Figure 1. Placement density heat map (run 1).
Scale bar: 50 µm. The die is cut into 24 by 17 equal tiles; dark purple is low, yellow is high, 0 to 100% covered.
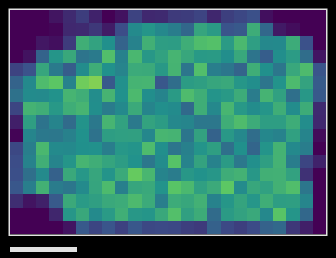
Figure 2. Sequential cells grouped by signal name (run 1).
Scale bar: 50 µm. Other sequential cells in the stronger grey, the rest of the logic in the fainter grey.
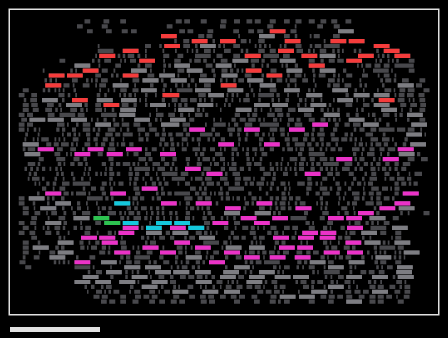
Figure 3. Wiring heat map (run 1).
The die is cut into 24 by 17 equal tiles; dark purple is low, yellow is high, scaled to the fullest tile. Values are wire area over tile area, all layers added.
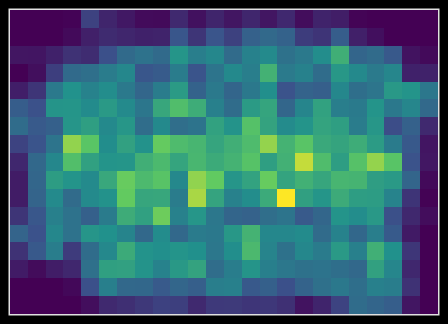
--- src/rtl/mips_muldiv_if.sv ---
// Handshake and result bus between the EX-stage control and the mul/div unit.
// master: pipeline side driving operations; slave: the mips_muldiv unit.
interface mips_muldiv_if #(
    parameter int WIDTH = 32
);
    logic             start;
    logic [1:0]       op;
    logic [WIDTH-1:0] srca;
    logic [WIDTH-1:0] srcb;
    logic             flush;
    logic             mthi;
    logic             mtlo;
    logic [WIDTH-1:0] wdata;
    logic             busy;
    logic             done;
    logic [WIDTH-1:0] hi;
    logic [WIDTH-1:0] lo;

    modport master (
        output start, op, srca, srcb, flush, mthi, mtlo, wdata,
        input  busy, done, hi, lo
    );

    modport slave (
        input  start, op, srca, srcb, flush, mthi, mtlo, wdata,
        output busy, done, hi, lo
    );
endinterface

--- src/rtl/mips_muldiv.sv ---
// Iterative multiply/divide unit with HI/LO registers, one bit per cycle.
// op: 00 multu, 01 mult, 10 divu, 11 div.
// Optional feature macro MULDIV_SIGNED_EN: compiles in signed mult/div
// (abs-value operand conditioning and sign fix-up). Without it op[0] is
// ignored and everything runs unsigned with the same latency.
module mips_muldiv #(
    parameter int WIDTH = 32,
    parameter int CNTW  = $clog2(WIDTH + 1)
) (
    input  logic         clk,
    input  logic         reset,
    mips_muldiv_if.slave bus
);
    typedef enum logic [1:0] {IDLE, RUN, FIN} state_t;

    state_t             state, state_nx;
    logic [CNTW-1:0]    cnt;
    logic [WIDTH-1:0]   mag_a, mag_b;   // operand magnitudes
    logic [WIDTH-1:0]   sh;             // multiplier bits (mul) / dividend bits (div)
    logic [2*WIDTH-1:0] acc;            // product, or {remainder, quotient}
    logic               is_div, neg_a, neg_b;

    logic               in_neg_a, in_neg_b;
    logic [WIDTH-1:0]   in_mag_a, in_mag_b;
    logic [WIDTH:0]     mul_sum, div_trial, div_diff;
    logic [2*WIDTH-1:0] prod_fix;
    logic [WIDTH-1:0]   quo_fix, rem_fix, hi_res, lo_res;
    logic               start_ok;

    // a flush in IDLE cancels a start presented in the same cycle
    assign start_ok = bus.start && !bus.flush;
    assign bus.busy = (state != IDLE);

`ifdef MULDIV_SIGNED_EN
    assign in_neg_a = bus.op[0] & bus.srca[WIDTH-1];
    assign in_neg_b = bus.op[0] & bus.srcb[WIDTH-1];
    assign in_mag_a = in_neg_a ? -bus.srca : bus.srca;
    assign in_mag_b = in_neg_b ? -bus.srcb : bus.srcb;
    // negate product/quotient on differing signs; remainder follows srca
    assign prod_fix = (neg_a ^ neg_b) ? -acc : acc;
    assign quo_fix  = (neg_a ^ neg_b) ? -acc[WIDTH-1:0] : acc[WIDTH-1:0];
    assign rem_fix  = neg_a ? -acc[2*WIDTH-1:WIDTH] : acc[2*WIDTH-1:WIDTH];
`else
    logic unused_sign;
    assign in_neg_a    = 1'b0;
    assign in_neg_b    = 1'b0;
    assign in_mag_a    = bus.srca;
    assign in_mag_b    = bus.srcb;
    assign prod_fix    = acc;
    assign quo_fix     = acc[WIDTH-1:0];
    assign rem_fix     = acc[2*WIDTH-1:WIDTH];
    assign unused_sign = bus.op[0] | neg_a | neg_b;
`endif

    // one shift-add / restoring shift-subtract step per RUN cycle
    always_comb begin
        mul_sum   = {1'b0, acc[2*WIDTH-1:WIDTH]} + (sh[0] ? {1'b0, mag_a} : '0);
        div_trial = {acc[2*WIDTH-1:WIDTH], sh[WIDTH-1]};
        div_diff  = div_trial - {1'b0, mag_b};
    end

    // result select; divide by zero forces an all-ones quotient, and the
    // remainder path already reproduces the original dividend in that case
    always_comb begin
        hi_res = prod_fix[2*WIDTH-1:WIDTH];
        lo_res = prod_fix[WIDTH-1:0];
        if (is_div) begin
            hi_res = rem_fix;
            lo_res = (mag_b == '0) ? '1 : quo_fix;
        end
    end

    // state register
    always_ff @(posedge clk or posedge reset) begin
        if (reset) state <= IDLE;
        else       state <= state_nx;
    end

    // next-state decode; flush aborts RUN/FIN without committing
    always_comb begin
        state_nx = state;
        case (state)
            IDLE:    if (start_ok) state_nx = RUN;
            RUN:     if (bus.flush) state_nx = IDLE;
                     else if (cnt == CNTW'(WIDTH - 1)) state_nx = FIN;
            FIN:     state_nx = IDLE;
            default: state_nx = IDLE;
        endcase
    end

    // operand latch, iteration datapath, HI/LO writes and done pulse
    always_ff @(posedge clk or posedge reset) begin
        if (reset) begin
            cnt      <= '0;
            mag_a    <= '0;
            mag_b    <= '0;
            sh       <= '0;
            acc      <= '0;
            is_div   <= 1'b0;
            neg_a    <= 1'b0;
            neg_b    <= 1'b0;
            bus.hi   <= '0;
            bus.lo   <= '0;
            bus.done <= 1'b0;
        end else begin
            bus.done <= (state == FIN) && !bus.flush;
            case (state)
                IDLE: begin
                    if (start_ok) begin
                        mag_a  <= in_mag_a;
                        mag_b  <= in_mag_b;
                        sh     <= bus.op[1] ? in_mag_a : in_mag_b;
                        neg_a  <= in_neg_a;
                        neg_b  <= in_neg_b;
                        is_div <= bus.op[1];
                        acc    <= '0;
                        cnt    <= '0;
                    end else if (!bus.start) begin
                        if (bus.mthi) bus.hi <= bus.wdata;
                        if (bus.mtlo) bus.lo <= bus.wdata;
                    end
                end
                RUN: begin
                    if (!bus.flush) begin
                        if (is_div) begin
                            acc[2*WIDTH-1:WIDTH] <= div_diff[WIDTH] ? div_trial[WIDTH-1:0]
                                                                     : div_diff[WIDTH-1:0];
                            acc[WIDTH-1:0]       <= {acc[WIDTH-2:0], ~div_diff[WIDTH]};
                            sh                   <= {sh[WIDTH-2:0], 1'b0};
                        end else begin
                            acc <= {mul_sum, acc[WIDTH-1:1]};
                            sh  <= {1'b0, sh[WIDTH-1:1]};
                        end
                        if (cnt != CNTW'(WIDTH - 1)) cnt <= cnt + 1'b1;
                    end
                end
                FIN: begin
                    if (!bus.flush) begin
                        bus.hi <= hi_res;
                        bus.lo <= lo_res;
                    end
                end
                default: ;
            endcase
        end
    end
endmodule

--- src/flat_wrapper.sv ---
// flat-port wrapper written by rule: the top's interface ports become plain ports
module mips_muldiv_flat 
#(
    parameter int WIDTH = 32,
    parameter int CNTW  = $clog2(WIDTH + 1)
)
  (clk, reset, bus_start, bus_op, bus_srca, bus_srcb, bus_flush, bus_mthi, bus_mtlo, bus_wdata, bus_busy, bus_done, bus_hi, bus_lo);
  mips_muldiv_if #(.WIDTH(WIDTH)) bus_i ();
  input  logic clk;
  input  logic reset;
  input wire logic [$bits(bus_i.start)-1:0] bus_start;
  input wire logic [$bits(bus_i.op)-1:0] bus_op;
  input wire logic [$bits(bus_i.srca)-1:0] bus_srca;
  input wire logic [$bits(bus_i.srcb)-1:0] bus_srcb;
  input wire logic [$bits(bus_i.flush)-1:0] bus_flush;
  input wire logic [$bits(bus_i.mthi)-1:0] bus_mthi;
  input wire logic [$bits(bus_i.mtlo)-1:0] bus_mtlo;
  input wire logic [$bits(bus_i.wdata)-1:0] bus_wdata;
  output wire logic [$bits(bus_i.busy)-1:0] bus_busy;
  output wire logic [$bits(bus_i.done)-1:0] bus_done;
  output wire logic [$bits(bus_i.hi)-1:0] bus_hi;
  output wire logic [$bits(bus_i.lo)-1:0] bus_lo;
  assign bus_i.start = bus_start;
  assign bus_i.op = bus_op;
  assign bus_i.srca = bus_srca;
  assign bus_i.srcb = bus_srcb;
  assign bus_i.flush = bus_flush;
  assign bus_i.mthi = bus_mthi;
  assign bus_i.mtlo = bus_mtlo;
  assign bus_i.wdata = bus_wdata;
  assign bus_busy = bus_i.busy;
  assign bus_done = bus_i.done;
  assign bus_hi = bus_i.hi;
  assign bus_lo = bus_i.lo;
  mips_muldiv #(.WIDTH(WIDTH), .CNTW(CNTW)) u_core (.clk(clk), .reset(reset), .bus(bus_i));
endmodule
--- config.mk ---
export PLATFORM = sky130hd
export DESIGN_NAME = mips_muldiv_flat
export DESIGN_NICKNAME = d
export VERILOG_FILES = /design/src/rtl/mips_muldiv_if.sv /design/src/rtl/mips_muldiv.sv /design/src/flat_wrapper.sv
export SDC_FILE = /design/constraint.sdc
export NUM_CORES = 1
export LEC_CHECK = 0
export CAP_MARGIN = 20
export CELL_PAD_IN_SITES_DETAIL_PLACEMENT = 1
export CELL_PAD_IN_SITES_GLOBAL_PLACEMENT = 1
export CORE_ASPECT_RATIO = 0.7
export CORE_MARGIN = 4
export CORE_UTILIZATION = 40
export DETAILED_ROUTE_END_ITERATION = 12
export PLACE_DENSITY = 0.75
export RECOVER_POWER = 100
export SLEW_MARGIN = 20
export SYNTH_ARGS = -nofsm -noshare
export SYNTH_HDL_FRONTEND = slang
export SYNTH_SLANG_ARGS = --single-unit
--- constraint.sdc ---
create_clock -name clk -period 15.4 [get_ports clk]
set_clock_uncertainty 0.1 [all_clocks]
set_input_delay 3.08 -clock clk [delete_from_list [all_inputs] [get_ports clk]]
set_output_delay 3.08 -clock clk [all_outputs]
set_load 0.1 [all_outputs]
==> summary.txt, run 1 <==
impl run done, here's what came out: path type of the worst setup path in2reg, net load switching power 0.001394 W, worst max-slew margin expressed relative to the limit -2.463, most frequent logic cell in the layout dfrtp_1, most numerous cell in the Yosys netlist dfrtp_1, comb. cell area 0.008220 mm², Comb area share 0.4699, Core Region 0.03607 mm², total number of yosys warnings 0, clock latency of the later-clocked register in the worst-skew pair 550 ps, Multiplexer share 0.1322, most area-hungry cell type in the Yosys netlist dfrtp_1, relative area of non-clock buffer cells in the final design 0.1014, ratio of final minimum period to clock period 0.5691, Max-cap violations 6, final setup violation count 0, Clk pin slew, worst setup/hold paths 60 ps, via count normalized by instance count 5.734, number of max-slew violations in the final report 404, number of global-route vias before repair 13280, violated checks max-capacitance violations, max-slew violations, total routed wirelength 48.85 mm, number of buffers created by CTS 25, run status finished with violations, ratio of cells with drive above 1 in the final layout 0.07984, die boundary width 236.8 µm, Setup crit end kind flip-flop, GRT busiest layer met2, total cell area at the placement stage 0.01671 mm², power density cells 173.2 mW/mm², sum of routed wire segments on met1 23.19 mm, number of cells on the critical path 10, Area contributors post-synth dfrtp_1, mux2i_1, ha_1, maximum number of pins on one net before global-route repair 110
## Picture notes: Figure 1
emptiest ninth of the die: upper left
fullest tile: 81%
nearly empty tiles: 7.8%
tiles over 75% full: 0.70%
mean over tiles: 42%

## Picture notes: Figure 2
legend:
  u_core.sh:
    colour: red
    placed_flops: 32
    where: a band across the top
  u_core.cnt:
    colour: cyan
    placed_flops: 6
  u_core.acc:
    colour: magenta
    placed_flops: 64
  u_core.state:
    colour: green
    placed_flops: 2

## Picture notes: Figure 3
densest ninth of the die: centre
tiles over half the peak: 29%
emptiest ninth of the die: upper left

Figure 4. Wiring by layer (run 1).
Only two layers are drawn.
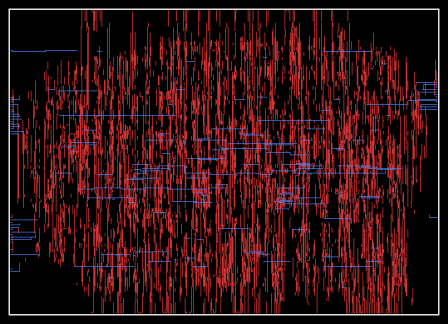

==> run 1 -> run 2 <==
clock period = 9 ns   (was 15.4 ns; I/O delays follow)
Figure 5. Wiring by layer (run 2).
Only two layers are drawn.
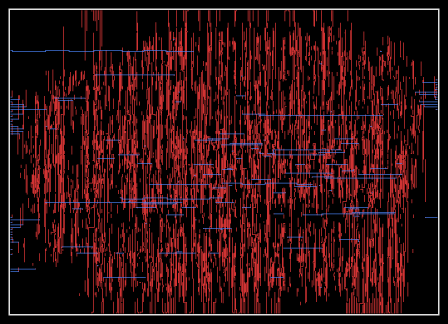
legend:
  met2:
    colour: red
    wire_length: 23.2 mm
  met3:
    colour: blue
    wire_length: 1470 µm

Figure 6. Wiring heat map (run 2).
The die is cut into 24 by 17 equal tiles; dark purple is low, yellow is high, scaled to the fullest tile. Values are wire area over tile area, all layers added.
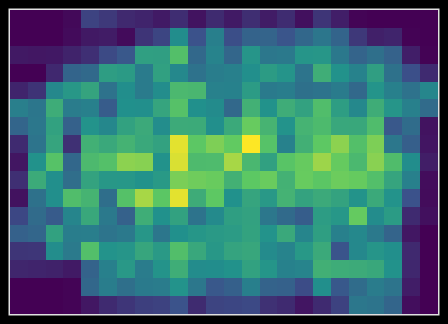
fullest tile: 0.46
emptiest ninth of the die: upper left
densest ninth of the die: centre

==> summary.txt, run 2 <==
impl run done, here's what came out: run status finished with violations, violated checks max-capacitance violations, max-slew violations, maximum number of pins on one net before global-route repair 171 (+55%), total number of yosys warnings 0 (unchanged), number of max-slew violations in the final report 167 (-59%), via count normalized by instance count 5.747 (+0.21%), total routed wirelength 48.53 mm (-0.65%), Area contributors post-synth dfrtp_1, mux2i_1, ha_1, GRT busiest layer met2, Max-cap violations 3 (-3), most numerous cell in the Yosys netlist dfrtp_1, Comb area share 0.4668 (-0.003123), most frequent logic cell in the layout dfrtp_1, Clk pin slew, worst setup/hold paths 70 ps (about the same), net load switching power 0.002377 W (+71%), relative area of non-clock buffer cells in the final design 0.1016 (+0.0002033), ratio of final minimum period to clock period 0.6525, clock latency of the later-clocked register in the worst-skew pair 550 ps (about the same), die boundary width 236.8 µm (unchanged), Setup crit end kind flip-flop
Figure 7. Sequential cells grouped by signal name (run 2).
Scale bar: 50 µm. Other sequential cells in the stronger grey, the rest of the logic in the fainter grey.
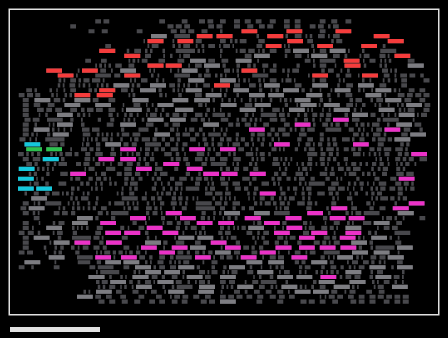

==> run 2 -> run 3 <==
PLACE_DENSITY = 0.78   (was 0.75)
clock period = 4.8 ns   (was 9 ns; I/O delays follow)
Figure 8. Sequential cells grouped by signal name (run 3).
Scale bar: 50 µm. Other sequential cells in the stronger grey, the rest of the logic in the fainter grey.
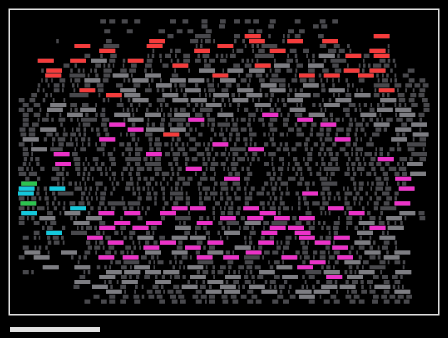
legend:
  u_core.acc:
    colour: magenta
    placed_flops: 64
  u_core.sh:
    colour: red
    placed_flops: 32
    where: a band across the top
  u_core.state:
    colour: green
    placed_flops: 2
  u_core.cnt:
    colour: cyan
    placed_flops: 6

Figure 9. Wiring by layer (run 3).
Only two layers are drawn.
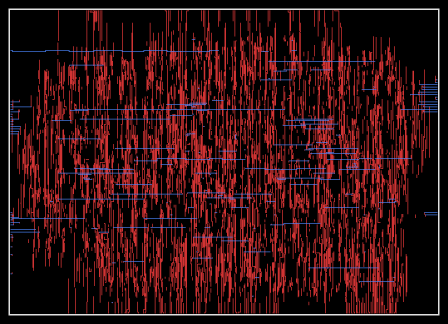
legend:
  met3:
    colour: blue
    wire_length: 1890 µm
  met2:
    colour: red
    wire_length: 23.7 mm

==> summary.txt, run 3 <==
impl run done, here's what came out: Area contributors post-synth dfrtp_1, mux2i_1, ha_1, most frequent logic cell in the layout dfrtp_1, ao+oa area frac 0.2048, half-perimeter wire length after placement 35.73 mm, Setup crit end kind flip-flop, net load switching power 0.004442 W (+87%), maximum number of pins on one net before global-route repair 93 (-46%), clock latency of the later-clocked register in the worst-skew pair 550 ps (about the same), ratio of cells with drive above 1 in the final layout 0.08238, dominant non-sequential cell family after synthesis AND-OR/OR-AND gates, number of max-slew violations in the final report 251 (+50%), violated checks max-capacitance violations, max-slew violations, Comb area share 0.4644 (-0.002379), number of cells traversed by the worst register-to-register path 11, total routed wirelength 48.72 mm (+0.39%), total number of yosys warnings 0 (unchanged), yosys cell count 1608, CP Launch Type flip-flop, die boundary width 236.8 µm (unchanged), Clock Tree Root clkbuf_16, relative area of non-clock buffer cells in the final design 0.1063 (+0.004722), Clk pin slew, worst setup/hold paths 60 ps (about the same), Max-cap violations 5 (+2), routed length on met3 1.885 mm, via count normalized by instance count 5.775 (+0.49%), run status finished with violations, clock group total power 0.00209 W, post-synthesis to final-layout area growth 20.08%, setup TNS 0 ps, most numerous cell in the Yosys netlist dfrtp_1, GRT busiest layer met2, ratio of final minimum period to clock period 0.9030
No activity file was given, so power comes from the tool's default toggle rates.
